Run 1, placement by cell class:
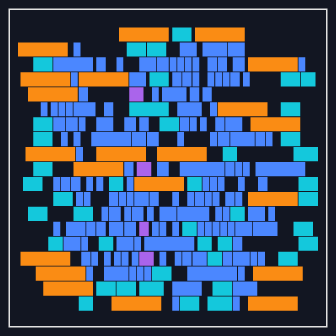
Run 1, clock distribution:
Bar = 20 um.
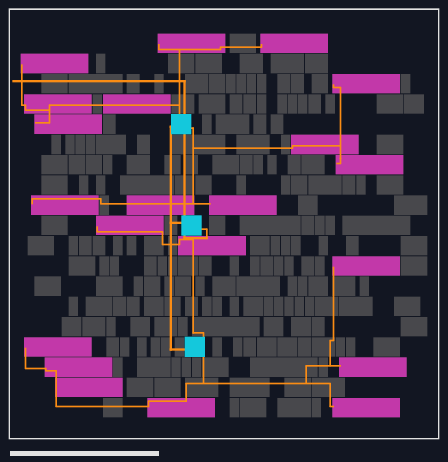
Run 1, wiring heat map:
12 x 12 tiles, from dark blue (low) to red (high), scaled to the fullest tile. Values are wire area over tile area, all layers added.
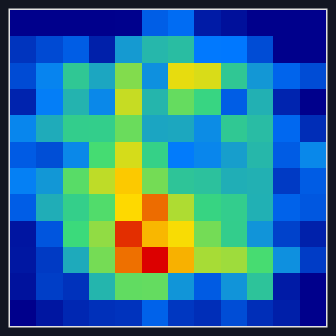
==> config.mk <==
export PLATFORM = sky130hd
export DESIGN_NAME = product_accumulator
export DESIGN_NICKNAME = d
export VERILOG_FILES = /design/src/rtl/product_accumulator.sv
export SDC_FILE = /design/constraint.sdc
export NUM_CORES = 1
export LEC_CHECK = 0
export ABC_AREA = 1
export CORE_UTILIZATION = 45
export DETAILED_ROUTE_END_ITERATION = 12
export PLACE_DENSITY = 0.75
export SYNTH_ARGS = -nofsm -noshare
export SYNTH_HDL_FRONTEND = slang
export SYNTH_SLANG_ARGS = --single-unit
==> constraint.sdc <==
create_clock -name clk -period 1.55 [get_ports clk]
set_input_delay 0.2325 -clock clk [delete_from_list [all_inputs] [get_ports clk]]
set_output_delay 0.2325 -clock clk [all_outputs]
set_load 0.01 [all_outputs]
==> results.tsv, run 1 <==
metric	value	unit
post-place setup slack	-0.368	ns
logic share of the area	42.9	%
crit-path max FO	3	
pin count of the biggest net entering global routing	22	
tool warnings	30	
global route overflow	0	
vias in the first global route	1265	
Root Buffer	clkbuf_4	
non-filler cells in the finished layout	251	
# IOs	30	
worst path buffer plus inverter count	1	
initial antenna violation count	0	
number of max-cap violations	0	
r2r worst-path depth	9	
Data buffer area share	21.2	%
chip width	57.5	um
DR WL met2	1620	um
total power	0.00348	W
post-CTS resize count	7	
FILL cells	226	
Clk pin slew, worst setup/hold paths	0.13	ns
Worst path depth	9	
Async S/R FF share, synth	100	%
number of enable flip-flop cells	0	
multi-input logic area	826	um^2
top-count cell post-synth	nand2_1	
final setup fails	4	
max-slew violation count	0	
RSZ-0062 raised after global routing	yes	
Setup crit start kind	register	
GR peak layer	met2	
ClkCell Share	1.43	%
CLK BUF	3	
Synth area leader	dfrtp_1	
critical path's largest stage delay	0.39	ns
setup ws final	-0.0496	ns
Adder Share, Synth	10.5	%
worst-case clock buffer depth	2	
Mux cell area share	0	%
Pint	0.00193	W
GR Util met1	29.4	%
Seq share, synth	37.9	%
Flops after synth	21	
LEAKAGE	0.976	nW
Synthesis Warnings	0	
fp_density	49.0	%
inverters	25	
DR vias/cell	5.36	
fraction of layout cells with a size suffix above 1	20.0	%
Fin Hold WS	0.223	ns
critical path cell sequence	ha_2 > inv_2 > fa_2 > o21ai_4 > nand2_1 > nand2_2 > nand2_2 > nand2_1 > o21ai_2	
met3 usage	2.95	%
# Post-CTS Setup Buffers	2	
maximum vdd drop	0.00101	V
# DRC	3	
status	finished with violations	
Area Overhead vs Synth	39.0	%
fmax	625	MHz
setup TNS	-0.159	ns
Synth top area share	37.9	%
First-pass DRT Iterations	8	
Final Cycle Share	103	%
Power Dens Cells	1800	nW/um^2
WL met1	1590	um
# clock sinks	21	
Distinct cells, synth	29	
gp weighted congestion	0.890	
combinational share of power	64.1	%
die height	57.5	um
met3 wire length	205	um
Tmin final	1.60	ns
Main area contributors	dfrtp_1 38%, nand2_1 12%, ha_1 9.0%	
ao+oa area frac	15.0	%
dominant kind of cell by area	combinational gates	
Final ANT Viol Nets	0	
flop count	21	
syn avg cell area	7.92	um^2
power in combinational cells	0.00223	W
Top non-seq family	simple AND/OR/NAND/NOR gates	
Reg area	526	um^2
Chip Area, Yosys	1390	um^2
Final Net Count	248	
failing checks	design-rule violations, negative setup slack	
XORs/XNORs by Area	2.53	%
Register-to-Register Setup Slack	-0.05	ns
Synth Instances	175	
Critical Setup Path Class	reg2reg	
Top cell excl fill/tap	nand2_1	
Syn Nets	202	
TritonCTS Buffers	3	
Area after DPL	1790	um^2
simple-gate share of the synthesized area	25.4	%
Slew Limit Headroom	81.8	%
DP Cell Count	244	
Non-CTS buffers	42	
die area	3310	um^2
CP arrival	1.83	ns
Notes on 'placement by cell class' above:
remaining buffers and delay cells -> cyan  # cells 42
sequential cells -> orange  # cells 21
combinational and other logic -> blue  # cells 153
clock drivers and dummy loads -> purple  # cells 4
Seq/total area: 27.3%
row count: 19
end-of-flow core utilization: 68.1%
Final Cell Area: 1930 um^2
Core ar.: 2830 um^2

Notes on 'clock distribution' above:
clock drivers -> cyan  # count 3
flip-flops -> magenta  # count 21
clock wires -> orange  # length 330 um
flops lie = all over the die
clk_skew: 0.000649 ns
clk latency late pin: 0.32 ns
Clk pwr share: 8.3%
clk pwr: 0.000288 W

Notes on 'wiring heat map' above:
tiles over half the peak = 21%
mean over tiles = 0.17
emptiest ninth of the die = top right
nearly empty tiles = 9.7%
fullest tile = 0.54
Post-Route WL: 3510 um
Vias: 1346
total track usage: 22.6%
Avg WL per Cell: 14.0 um

==> run 2, diff against run 1 <==
CTS_CLUSTER_SIZE = 24   (was default)
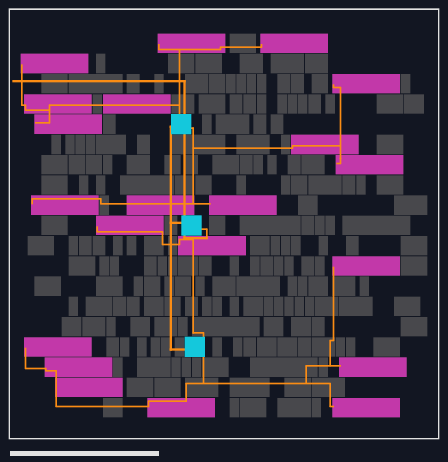
Run 2: clock distribution
Bar = 20 um.
flip-flops -> magenta  # count 21
clock drivers -> cyan  # count 3
clock wires -> orange  # length 330 um
routed clock nets = 4
flops lie = all over the die

==> results.tsv, run 2 <==
metric	value	unit	change
status	finished with violations		
failing checks	design-rule violations, negative setup slack		
fraction of layout cells with a size suffix above 1	20.0	%	unchanged
r2r worst-path depth	9		unchanged
multi-input logic area	826	um^2	unchanged
dominant kind of cell by area	combinational gates		
Pint	0.00193	W	unchanged
top post-synthesis cells by count	46 x nand2_1, 23 x inv_1, 21 x dfrtp_1, 16 x nor2_1, 11 x o21ai_0		
post-place setup slack	-0.368	ns	unchanged
Reg area	526	um^2	unchanged
Seq/total area	27.3	%	unchanged
Post-Syn Area	1390	um^2	
crit-path max FO	3		unchanged
# clock sinks	21		unchanged
FILL cells	226		unchanged
pin count of the biggest net entering global routing	22		unchanged
Main area contributors	dfrtp_1 38%, nand2_1 12%, ha_1 9.0%		
Power Dens Cells	1800	nW/um^2	unchanged
total track usage	22.6	%	unchanged
Mux cell area share	0	%	unchanged
maximum vdd drop	0.00101	V	unchanged
end-of-flow core utilization	68.1	%	unchanged
Area after DPL	1790	um^2	unchanged
simple-gate share of the synthesized area	25.4	%	unchanged
critical path cell sequence	ha_2 > inv_2 > fa_2 > o21ai_4 > nand2_1 > nand2_2 > nand2_2 > nand2_1 > o21ai_2		
CP arrival	1.83	ns	about the same
Distinct cells, synth	29		unchanged
Critical Setup Path Class	reg2reg		
# IOs	30		unchanged
syn avg cell area	7.92	um^2	unchanged
met3 usage	2.95	%	unchanged
number of max-cap violations	0		unchanged
Synth top area share	37.9	%	unchanged
Synth area leader	dfrtp_1		
Adder Share, Synth	10.5	%	unchanged
Clk pwr share	8.3	%	about the same
final setup fails	4		unchanged
DR WL met2	1620	um	unchanged
max reg flops	10		
logic share of the area	42.9	%	unchanged
tool warnings	30		unchanged
Final Cycle Share	103	%	unchanged
setup TNS	-0.159	ns	unchanged
global route overflow	0		unchanged
chip width	57.5	um	unchanged
clk pwr	0.000288	W	about the same
Core ar.	2830	um^2	unchanged
clk_skew	0.000649	ns	unchanged
ClkCell Share	1.43	%	unchanged
Seq share, synth	37.9	%	unchanged
combinational share of power	64.1	%	about the same
CLK BUF	3		unchanged
# Post-CTS Setup Buffers	2		unchanged
ao+oa area frac	15.0	%	unchanged
vias in the first global route	1265		unchanged
Top non-seq family	simple AND/OR/NAND/NOR gates		
WL met1	1590	um	unchanged
Post-Route WL	3510	um	unchanged
inverters	25		unchanged
setup ws final	-0.0496	ns	unchanged
Synth Instances	175		unchanged
RSZ-0062 raised after global routing	yes		
fp_density	49.0	%	unchanged
GR peak layer	met2		
Final Net Count	248		unchanged
met3 wire length	205	um	unchanged
critical path's largest stage delay	0.39	ns	about the same
non-filler cells in the finished layout	251		unchanged
Async S/R FF share, synth	100	%	unchanged
die area	3310	um^2	unchanged
Worst path depth	9		unchanged
max-slew violation count	0		unchanged
initial antenna violation count	0		unchanged
TritonCTS Buffers	3		unchanged
Data buffer area share	21.2	%	unchanged
First-pass DRT Iterations	8		unchanged
clk latency late pin	0.32	ns	about the same
post-CTS resize count	7		unchanged
Fin Hold WS	0.223	ns	unchanged
die height	57.5	um	unchanged
row count	19		unchanged
power in combinational cells	0.00223	W	about the same
Chip Area, Yosys	1390	um^2	unchanged
Top cell excl fill/tap	nand2_1		
Synthesis Warnings	0		unchanged
fmax	625	MHz	unchanged
gp weighted congestion	0.890		unchanged
Tmin final	1.60	ns	unchanged
number of enable flip-flop cells	0		unchanged
Final Cell Area	1930	um^2	unchanged
DR vias/cell	5.36		unchanged
switching share of power	44.5	%	
Avg WL per Cell	14.0	um	unchanged
Final ANT Viol Nets	0		unchanged
Flops after synth	21		unchanged
# DRC	3		unchanged
Area Overhead vs Synth	39.0	%	unchanged
Slew Limit Headroom	81.8	%	unchanged
XORs/XNORs by Area	2.53	%	unchanged
Root Buffer	clkbuf_4		
element type at the critical path end	register		
Clk pin slew, worst setup/hold paths	0.13	ns	about the same
DP Cell Count	244		unchanged
Register-to-Register Setup Slack	-0.05	ns	about the same
flop count	21		unchanged
LEAKAGE	0.976	nW	unchanged
Setup crit start kind	register		
Vias	1346		unchanged
worst-case clock buffer depth	2		unchanged
worst path buffer plus inverter count	1		unchanged
Non-CTS buffers	42		unchanged
No activity file was given, so power comes from the tool's default toggle rates.
